==> src/rtl/phaser_quadrant_ctrl_pkg.sv <==
// Shared state encoding and default sizing for the phase shifter controller.
package phaser_quadrant_ctrl_pkg;

  localparam int DEF_PHASE_BITS = 8;
  localparam int DEF_PS_TIMEOUT = 1023;
  localparam int DEF_SETTLE_CYC = 16;

  typedef enum logic [2:0] {
    ST_IDLE      = 3'd0,
    ST_CALC      = 3'd1,
    ST_STEP      = 3'd2,
    ST_WAIT_DONE = 3'd3,
    ST_QUAD      = 3'd4,
    ST_SETTLE    = 3'd5,
    ST_WAIT_LOCK = 3'd6
  } phaser_state_e;

endpackage

==> src/rtl/phaser_quadrant_ctrl_step.sv <==
// One DCM fine-shift handshake: a single psen pulse, then wait for psdone or give up after PS_TIMEOUT clocks.
module phaser_quadrant_ctrl_step
  import phaser_quadrant_ctrl_pkg::*;
#(
  parameter int PS_TIMEOUT = DEF_PS_TIMEOUT
) (
  input  logic clock,
  input  logic reset_n,
  input  logic go,
  input  logic inc,
  input  logic abort,
  input  logic psdone,
  output logic psen,
  output logic psincdec,
  output logic done,
  output logic timeout
);

  localparam int TW = $clog2(PS_TIMEOUT + 1);
  localparam logic [TW-1:0] TIMER_LAST = TW'(PS_TIMEOUT - 1);

  logic          pending;
  logic [TW-1:0] timer;

  // psdone wins over a timeout landing in the same clock; an abort swallows both.
  assign done    = pending & psdone & ~abort;
  assign timeout = pending & ~psdone & ~abort & (timer == TIMER_LAST);

  always_ff @(posedge clock or negedge reset_n) begin
    if (!reset_n) begin
      psen     <= 1'b0;
      psincdec <= 1'b0;
      pending  <= 1'b0;
      timer    <= '0;
    end else begin
      psen <= 1'b0;
      if (abort) begin
        pending <= 1'b0;
      end else if (go && !pending) begin
        psen     <= 1'b1;
        psincdec <= inc;
        pending  <= 1'b1;
        timer    <= '0;
      end else if (done || timeout) begin
        pending <= 1'b0;
      end else if (pending) begin
        timer <= timer + TW'(1);
      end
    end
  end

endmodule

==> src/rtl/phaser_quadrant_ctrl.sv <==
// Phase shifter initiator: steps the DCM fine phase, then updates the hcycle/qcycle quadrant selects.
// Build option PHASER_AUTORESTORE_EN: re-apply the last target automatically after DCM lock is regained.
module phaser_quadrant_ctrl
  import phaser_quadrant_ctrl_pkg::*;
#(
  parameter int PHASE_BITS = DEF_PHASE_BITS,
  parameter int PS_TIMEOUT = DEF_PS_TIMEOUT,
  parameter int SETTLE_CYC = DEF_SETTLE_CYC
) (
  input  logic                  clock,
  input  logic                  reset_n,
  input  logic [PHASE_BITS-1:0] phase_req,
  input  logic                  phase_fire,
  input  logic                  dcm_locked,
  input  logic                  dps_psdone,
  output logic                  dps_psen,
  output logic                  dps_psincdec,
  output logic                  hcycle,
  output logic                  qcycle,
  output logic [PHASE_BITS-1:0] phase_now,
  output logic                  busy,
  output logic                  ps_timeout,
  output logic                  req_dropped,
  output logic                  sump
);

  localparam int FW = PHASE_BITS - 2;
  localparam int SW = $clog2(SETTLE_CYC + 1);
  localparam logic [SW-1:0] SETTLE_LAST = SW'(SETTLE_CYC);

  phaser_state_e         state, state_nx;
  logic [PHASE_BITS-1:0] target;
  logic [FW-1:0]         fine_pos;
  logic [FW-1:0]         target_fine;
  logic [SW-1:0]         settle_cnt;
  logic                  accept;
  logic                  step_go;
  logic                  step_done;
  logic                  step_timeout;

  function automatic logic [FW-1:0] fine_step(input logic [FW-1:0] pos, input logic up);
    return up ? pos + FW'(1) : pos - FW'(1);
  endfunction

  assign target_fine = target[FW-1:0];
  assign accept      = phase_fire && dcm_locked && (state == ST_IDLE);
  assign phase_now   = {hcycle, qcycle, fine_pos};

  phaser_quadrant_ctrl_step #(
    .PS_TIMEOUT (PS_TIMEOUT)
  ) u_step (
    .clock    (clock),
    .reset_n  (reset_n),
    .go       (step_go),
    .inc      (target_fine > fine_pos),
    .abort    (!dcm_locked),
    .psdone   (dps_psdone),
    .psen     (dps_psen),
    .psincdec (dps_psincdec),
    .done     (step_done),
    .timeout  (step_timeout)
  );

  // Loss of lock overrides every state: the DCM has been reset, so its offset is back to zero.
  always_comb begin
    state_nx = state;
    step_go  = 1'b0;
    if (!dcm_locked) begin
      state_nx = ST_WAIT_LOCK;
    end else begin
      case (state)
        ST_IDLE:      if (phase_fire) state_nx = ST_CALC;
        ST_CALC:      state_nx = (target_fine != fine_pos) ? ST_STEP : ST_QUAD;
        ST_STEP: begin
          step_go  = 1'b1;
          state_nx = ST_WAIT_DONE;
        end
        ST_WAIT_DONE: begin
          if (step_done)         state_nx = ST_CALC;
          else if (step_timeout) state_nx = ST_IDLE;
        end
        ST_QUAD:      state_nx = ST_SETTLE;
        ST_SETTLE:    if (settle_cnt == SETTLE_LAST) state_nx = ST_IDLE;
        ST_WAIT_LOCK: begin
`ifdef PHASER_AUTORESTORE_EN
          state_nx = ST_CALC;
`else
          state_nx = ST_IDLE;
`endif
        end
        default:      state_nx = ST_IDLE;
      endcase
    end
  end

  always_ff @(posedge clock or negedge reset_n) begin
    if (!reset_n) begin
      state       <= ST_IDLE;
      busy        <= 1'b0;
      target      <= '0;
      fine_pos    <= '0;
      hcycle      <= 1'b0;
      qcycle      <= 1'b0;
      settle_cnt  <= '0;
      ps_timeout  <= 1'b0;
      req_dropped <= 1'b0;
      sump        <= 1'b0;
    end else begin
      state <= state_nx;
      busy  <= (state_nx != ST_IDLE);
      sump  <= dps_psdone && (state != ST_WAIT_DONE);

      if (phase_fire && !accept) req_dropped <= 1'b1;
      if (accept) target <= phase_req;

      if (!dcm_locked)
        fine_pos <= '0;
      else if (state == ST_WAIT_DONE && step_done)
        fine_pos <= fine_step(fine_pos, dps_psincdec);

      if (dcm_locked && state == ST_WAIT_DONE && step_timeout) ps_timeout <= 1'b1;

      if (dcm_locked && state == ST_QUAD) begin
        hcycle <= target[PHASE_BITS-1];
        qcycle <= target[PHASE_BITS-2];
      end

      // One clock beyond SETTLE_CYC so the mux synchroniser has fully taken the new select before busy drops.
      settle_cnt <= (state == ST_SETTLE) ? settle_cnt + SW'(1) : '0;
    end
  end

endmodule

==> config.mk <==
export PLATFORM = sky130hd
export DESIGN_NAME = phaser_quadrant_ctrl
export DESIGN_NICKNAME = d
export VERILOG_FILES = /design/src/rtl/phaser_quadrant_ctrl_pkg.sv /design/src/rtl/phaser_quadrant_ctrl_step.sv /design/src/rtl/phaser_quadrant_ctrl.sv
export SDC_FILE = /design/constraint.sdc
export NUM_CORES = 1
export LEC_CHECK = 0
export CAP_MARGIN = 15
export CORE_MARGIN = 2
export CORE_UTILIZATION = 55
export CTS_CLUSTER_SIZE = 16
export DETAILED_ROUTE_END_ITERATION = 12
export HOLD_SLACK_MARGIN = 0.08
export PLACE_DENSITY_LB_ADDON = 0.12
export SLEW_MARGIN = 5
export SYNTH_ARGS = -nofsm -noshare
export SYNTH_HDL_FRONTEND = slang
export SYNTH_SLANG_ARGS = --single-unit
==> constraint.sdc <==
create_clock -name clock -period 2.5 [get_ports clock]
set_input_delay 0.25 -clock clock [delete_from_list [all_inputs] [get_ports clock]]
set_output_delay 0.25 -clock clock [all_outputs]
set_load 0.02 [all_outputs]
==> notes.md <==
run results: Max Clk Rate 0.4874 GHz, flip-flop count of the largest register after layout 10, routability congestion estimate from global placement 0.8096, number of multi-input logic gates 141, chip area in the Yosys report 2218 sq um, count of antenna diodes in the layout 0, Clock Buffer Count 7, register with the highest flop count u_step.timer, # Post-CTS Setup Buffers 0, GRT busiest layer met2, Vias/cell 5.646, warning count from the yosys run 0, top library cells by usage in the layout, fill and taps aside 41 x dfrtp_1, 27 x clkdlybuf4s50_1, 17 x nor2_1, clock root cell clkbuf_8, vias in the first global route 1583, yosys aoi share 0.1055, OpenROAD warning count 28, result of the run completed, average wire per cell in the routed design 14.81 um, signal arrival time at the worst endpoint 2.21 ns, endpoints failing hold 0, number of DRC markers after the initial detailed-route iteration 92, gate count after technology mapping 207, Worst R2R End busy, Final Util 0.6626, count of pins on the block boundary 29, finished layout cell area 2613 sq um, post-synthesis area per instance 10.72 sq um, Comb power 0.575 mW, Synthesized Nets 235, r2r startpoint state[2], CP Launch Type flip-flop, Crit path depth 5
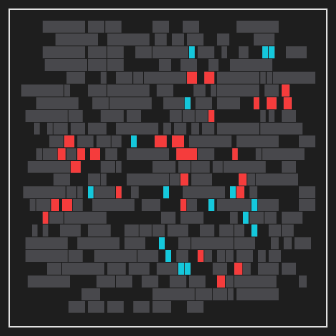
Figure 1: selected gate families.
family	colour	cells	most used
inverters	cyan	16	inv_1
NAND gates	red	27	nand3_1
non-filler cells, final: 288
top logic cell by instance count in the layout: dfrtp_1
share of the final layout cell area in multi-input gates: 0.4114

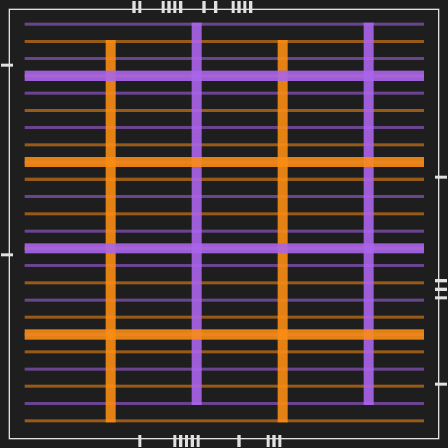
Figure 2: PDN straps and rails.
Pins as bars on the die edge.
net	colour
VDD	purple
VSS	orange
signal pins	29
rows	23
overall die width: 67.51 um
core region area: 3943 sq um

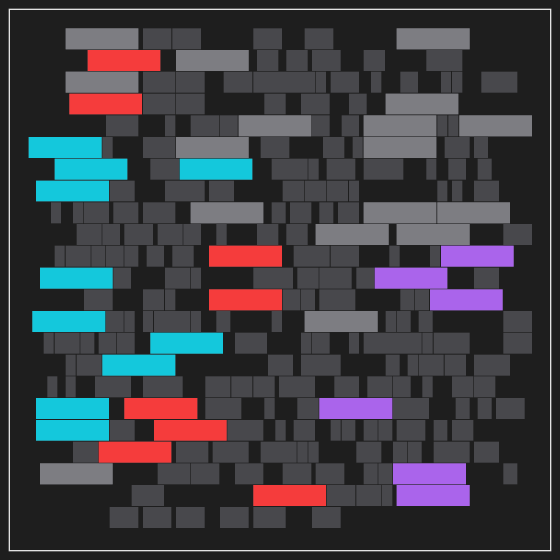
Figure 3: sequential cells grouped by signal name.
name in the netlist	colour	placed flops
target	red	8
fine_pos	purple	6
u_step.timer	cyan	10
not coloured	17
power dissipated in sequential cells: 0.853 mW
storage element area: 1026 sq um
flip-flop and latch share of the layout cell area: 0.3927

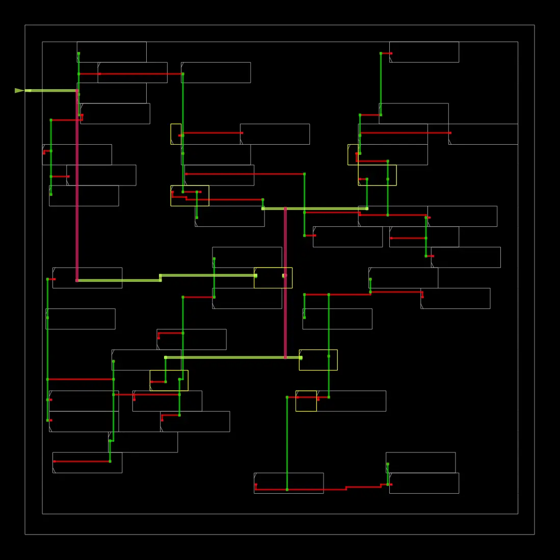
Figure 4: clock nets.
number of buffers added by the clock tree synthesis step: 5
clock skew: 0.006604 ns
reported clock group power: 0.412 mW
number of sinks driven by the clock tree: 41

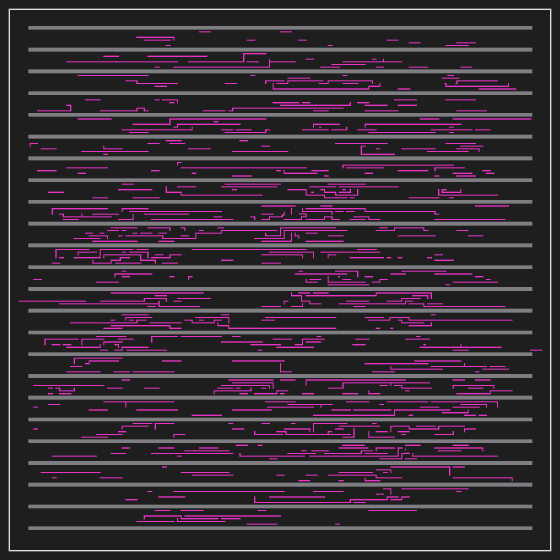
Figure 5: signal wires on met1.
Supply wires on this layer in grey.
main direction	horizontal
share of all routed wire	44%
wire length on this layer	1880 um
met1 routing resource usage after global routing: 0.2709
routed vias: 1626
total wirelength of the detailed-routed design: 4.266 mm

No activity file was given, so power comes from the tool's default toggle rates.
